Fig. 1: metal 1
Supply wires on this layer in gray.
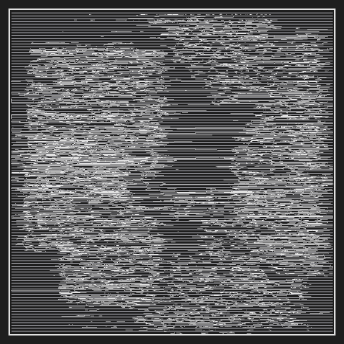
Fig. 2: M2 wires
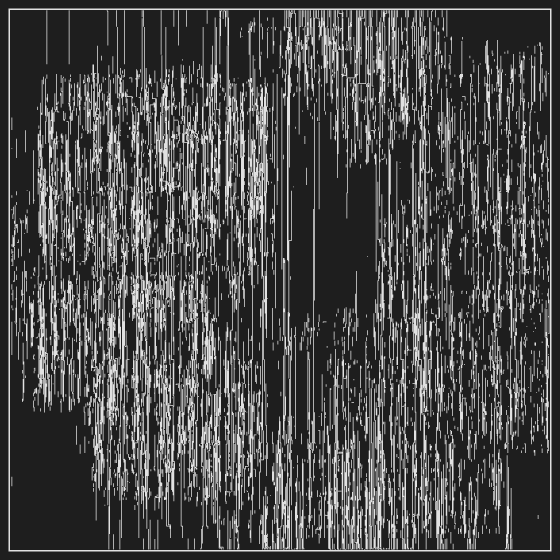
Fig. 3: M3 wires
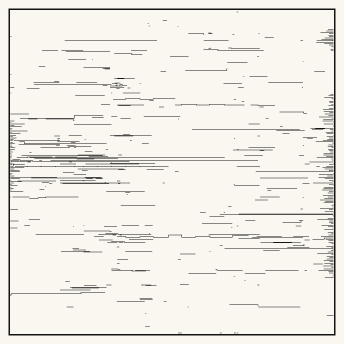
`src/rtl/qa_csr_bank_pkg.sv`:
```
// qa_csr_bank shared types and CSR offset map.
// Offsets are relative to the bank base word address.
package qa_csr_bank_pkg;

  typedef logic [13:0] t_csr_word_addr;

  localparam t_csr_word_addr CSR_BASE_DEFAULT = 14'h0A00;

  function automatic t_csr_word_addr csr_lo_addr(input int i);
    return t_csr_word_addr'(2 * i);
  endfunction

  function automatic t_csr_word_addr csr_hi_addr(input int i);
    return t_csr_word_addr'(2 * i + 1);
  endfunction

  function automatic t_csr_word_addr csr_cmd_addr(
    input int n_addr,
    input int j
  );
    return t_csr_word_addr'(2 * n_addr + j);
  endfunction

  function automatic t_csr_word_addr csr_ctrl_addr(
    input int n_addr,
    input int n_cmd
  );
    return t_csr_word_addr'(2 * n_addr + n_cmd);
  endfunction

  function automatic t_csr_word_addr csr_ovf_clr_addr(
    input int n_addr,
    input int n_cmd
  );
    return t_csr_word_addr'(2 * n_addr + n_cmd + 1);
  endfunction

endpackage

```
`src/rtl/qa_csr_bank_cmd_fifo.sv`:
```
// qa_csr_cmd_fifo: show-ahead command FIFO.
// A push into a full FIFO is kept only if a pop frees a slot that cycle.
import qa_csr_bank_pkg::*;

module qa_csr_cmd_fifo #(
  parameter int WIDTH = 32,
  parameter int DEPTH = 4
) (
  input  logic             clk,
  input  logic             reset_n,
  input  logic             enq_en,
  input  logic [WIDTH-1:0] enq_data,
  input  logic             deq_en,
  output logic             notFull,
  output logic             notEmpty,
  output logic [WIDTH-1:0] first,
  output logic             overflow
);

  localparam int AW = $clog2(DEPTH);
  localparam int CW = AW + 1;

  logic [WIDTH-1:0] mem_q [DEPTH];
  logic [AW-1:0]    wr_q;
  logic [AW-1:0]    rd_q;
  logic [CW-1:0]    cnt_q;
  logic             deq;
  logic             enq;

  assign notFull  = cnt_q != CW'(DEPTH);
  assign notEmpty = cnt_q != '0;
  assign first    = mem_q[rd_q];
  assign deq      = deq_en & notEmpty;
  assign enq      = enq_en & (notFull | deq);
  assign overflow = enq_en & ~enq;

  // storage, wrapping pointers and occupancy
  always_ff @(posedge clk or negedge reset_n) begin
    if (!reset_n) begin
      for (int k = 0; k < DEPTH; k++) mem_q[k] <= '0;
      wr_q  <= '0;
      rd_q  <= '0;
      cnt_q <= '0;
    end else begin
      if (enq) begin
        mem_q[wr_q] <= enq_data;
        wr_q        <= wr_q + 1'b1;
      end
      if (deq) rd_q <= rd_q + 1'b1;
      cnt_q <= cnt_q + CW'(enq) - CW'(deq);
    end
  end

endmodule

```
`src/rtl/qa_csr_bank.sv`:
```
// qa_csr_bank: host CSR write decoder with atomic 64-bit
// address registers, control register and command FIFOs.
import qa_csr_bank_pkg::*;

module qa_csr_bank #(
  parameter int             N_ADDR_REGS    = 4,
  parameter int             N_CMD          = 2,
  parameter int             CMD_FIFO_DEPTH = 4,
  parameter int             CMD_WIDTH      = 32,
  parameter t_csr_word_addr CSR_BASE       = CSR_BASE_DEFAULT
) (
  input  logic                          clk,
  input  logic                          reset_n,
  input  logic                          cfg_valid,
  input  logic [13:0]                   cfg_addr,
  input  logic [31:0]                   cfg_data,
  output logic [64*N_ADDR_REGS-1:0]     addr_reg,
  output logic [N_ADDR_REGS-1:0]        addr_valid,
  output logic [N_ADDR_REGS-1:0]        addr_update,
  output logic [31:0]                   ctrl,
  output logic [N_CMD-1:0]              cmd_valid,
  output logic [CMD_WIDTH*N_CMD-1:0]    cmd_data,
  input  logic [N_CMD-1:0]              cmd_ready,
  output logic [N_CMD-1:0]              cmd_overflow
);

  localparam int NA = N_ADDR_REGS;
  localparam int NC = N_CMD;

  t_csr_word_addr         off;
  logic [NA-1:0]          lo_we;
  logic [NA-1:0]          hi_we;
  logic [NC-1:0]          cmd_we;
  logic                   ctrl_we;
  logic                   clr_we;
  logic [NC-1:0]          clr_mask;
  logic [NC-1:0]          drop;
  logic [NC-1:0]          notfull_unused;

  logic [NA-1:0][31:0]    stg_q;
  logic [NA-1:0][63:0]    addr_q;
  logic [NA-1:0]          av_q;
  logic [NA-1:0]          upd_q;
  logic [31:0]            ctrl_q;
  logic [NC-1:0]          ovf_q;

  // addresses below the base wrap far above the map
  assign off = cfg_addr - CSR_BASE;

  // one-hot write-enable decode of the bank offset
  always_comb begin
    lo_we   = '0;
    hi_we   = '0;
    cmd_we  = '0;
    ctrl_we = 1'b0;
    clr_we  = 1'b0;
    if (cfg_valid) begin
      for (int i = 0; i < NA; i++) begin
        lo_we[i] = off == csr_lo_addr(i);
        hi_we[i] = off == csr_hi_addr(i);
      end
      for (int j = 0; j < NC; j++)
        cmd_we[j] = off == csr_cmd_addr(NA, j);
      ctrl_we = off == csr_ctrl_addr(NA, NC);
      clr_we  = off == csr_ovf_clr_addr(NA, NC);
    end
  end

  assign clr_mask = clr_we ? cfg_data[NC-1:0] : '0;

  // staging, atomic commit, ctrl and sticky overflow state
  always_ff @(posedge clk or negedge reset_n) begin
    if (!reset_n) begin
      stg_q  <= '0;
      addr_q <= '0;
      av_q   <= '0;
      upd_q  <= '0;
      ctrl_q <= '0;
      ovf_q  <= '0;
    end else begin
      upd_q <= hi_we;
      av_q  <= av_q | hi_we;
      for (int i = 0; i < NA; i++) begin
        if (lo_we[i]) stg_q[i]  <= cfg_data;
        if (hi_we[i]) addr_q[i] <= {cfg_data, stg_q[i]};
      end
      if (ctrl_we) ctrl_q <= cfg_data;
      ovf_q <= (ovf_q & ~clr_mask) | drop;
    end
  end

  for (genvar j = 0; j < NC; j++) begin : g_cmd
    qa_csr_cmd_fifo #(
      .WIDTH (CMD_WIDTH),
      .DEPTH (CMD_FIFO_DEPTH)
    ) u_fifo (
      .clk      (clk),
      .reset_n  (reset_n),
      .enq_en   (cmd_we[j]),
      .enq_data (cfg_data[CMD_WIDTH-1:0]),
      .deq_en   (cmd_ready[j]),
      .notFull  (notfull_unused[j]),
      .notEmpty (cmd_valid[j]),
      .first    (cmd_data[j*CMD_WIDTH +: CMD_WIDTH]),
      .overflow (drop[j])
    );
  end

  assign addr_reg     = addr_q;
  assign addr_valid   = av_q;
  assign addr_update  = upd_q;
  assign ctrl         = ctrl_q;
  assign cmd_overflow = ovf_q;

endmodule

```
`config.mk`:
```
export PLATFORM = sky130hd
export DESIGN_NAME = qa_csr_bank
export DESIGN_NICKNAME = d
export VERILOG_FILES = /design/src/rtl/qa_csr_bank_pkg.sv /design/src/rtl/qa_csr_bank_cmd_fifo.sv /design/src/rtl/qa_csr_bank.sv
export SDC_FILE = /design/constraint.sdc
export NUM_CORES = 1
export LEC_CHECK = 0
export ABC_AREA = 1
export ABC_CLOCK_PERIOD_IN_PS = 2650
export CAP_MARGIN = 20
export CORE_UTILIZATION = 30
export DETAILED_ROUTE_END_ITERATION = 10
export HOLD_SLACK_MARGIN = 0.03
export PLACE_DENSITY = 0.47
export SYNTH_ARGS = -nofsm -noshare
export SYNTH_HDL_FRONTEND = slang
export SYNTH_SLANG_ARGS = --single-unit
```
`constraint.sdc`:
```
create_clock -name clk -period 2.65 [get_ports clk]
set_clock_uncertainty 0.05 [all_clocks]
set_input_delay 0.6625 -clock clk [delete_from_list [all_inputs] [get_ports clk]]
set_output_delay 0.6625 -clock clk [all_outputs]
set_load 0.1 [all_outputs]
```
==> results.txt <==
Flop area: 0.0174 mm^2
Global router's overall resource usage: 0.223
CP bufs+invs: 3
Comb/total area: 0.282
Tmin final: 2.73 ns
CTS clock-pin slew for the worst setup and hold paths: 0.06 ns
Adders+Majority by Area: 0.00698
Final setup viols: 48
Worst Path Required: 1.94 ns
First-pass GRT wire length: 164000 um
Metal3 WL: 6750 um
Post-synth design cell area: 0.0290 mm^2
CTS tree: built
Seq cells post-synth: 696
Final worst slack: -0.0791 ns
Core area: 0.0954 mm^2
Clock buffer depth: 3
Hold depth: 2
FILL cells: 9446
Fraction of layout cells with a size suffix above 1: 0.251
Failing checks: negative setup slack
Most frequent cell after synthesis: nand2_1
Worst-Margin Slew: 0.840 ns
Top Layer Used: met5
CP delay by family, top: buffers and inverters
Tool warnings: 38
Count of different cell masters after synthesis: 32
CTS Buf Count: 81
Syn_nets: 3257
Metal-1 WL: 49800 um
Pins over their slew limit: 0
Setup WS pre-CTS: -0.425 ns
CTS sink count: 696
Post-synth mux share: 0
Outcome: finished, violations left
Most frequent CP cell: buf_12
Back to the opening pictures, Fig. 1:
nets with wire on the layer: 3257
wire length on this layer: 49.8 mm
longest straight run: 108 um
main direction: horizontal
vias: 24400
final wirelength: 110000 um
met1 usage: 0.310

Back to the opening pictures, Fig. 2:
nets with wire on the layer: 2757
wire length on this layer: 50.5 mm
grt met2 use: 0.348

Back to the opening pictures, Fig. 3:
nets with wire on the layer: 349
wire length on this layer: 6750 um
met3 Use GR: 0.0472

## worst register-to-register path, delay by kind of cell (launching register included)
kind	cells	cell delay, ns
adders and majority gates	3	0.90
buffers and inverters	4	0.23
DFF	1	0.42
and+or+nand+nor	3	0.48
## report_power, final
group	internal, W	switching, W
Combinational	0.00553	0.0105
Sequential	0.0107	0.000118
Clock	0.00627	0.00464
## per-stage QoR
step / total power [W] / instance area, um^2 / TNS, ns / hold WS (ns)
6_report: 0.0378 / 39700 / -2.02 / 0.411
5_1_grt: 0.0390 / 39700 / -6.16 / 0.433
4_1_cts: 0.0375 / 39300 / -5.15 / 0.397
3_5_place_dp: 0.0255 / 36300 / -125.58 / 0.400
3_3_place_gp: 0.0256 / 36300 / -117.26 / 0.398
2_1_floorplan: 0.0202 / 29900 / -0.0625 / 0.317
Power figures rest on the tool's default switching activity, not on a simulated workload.
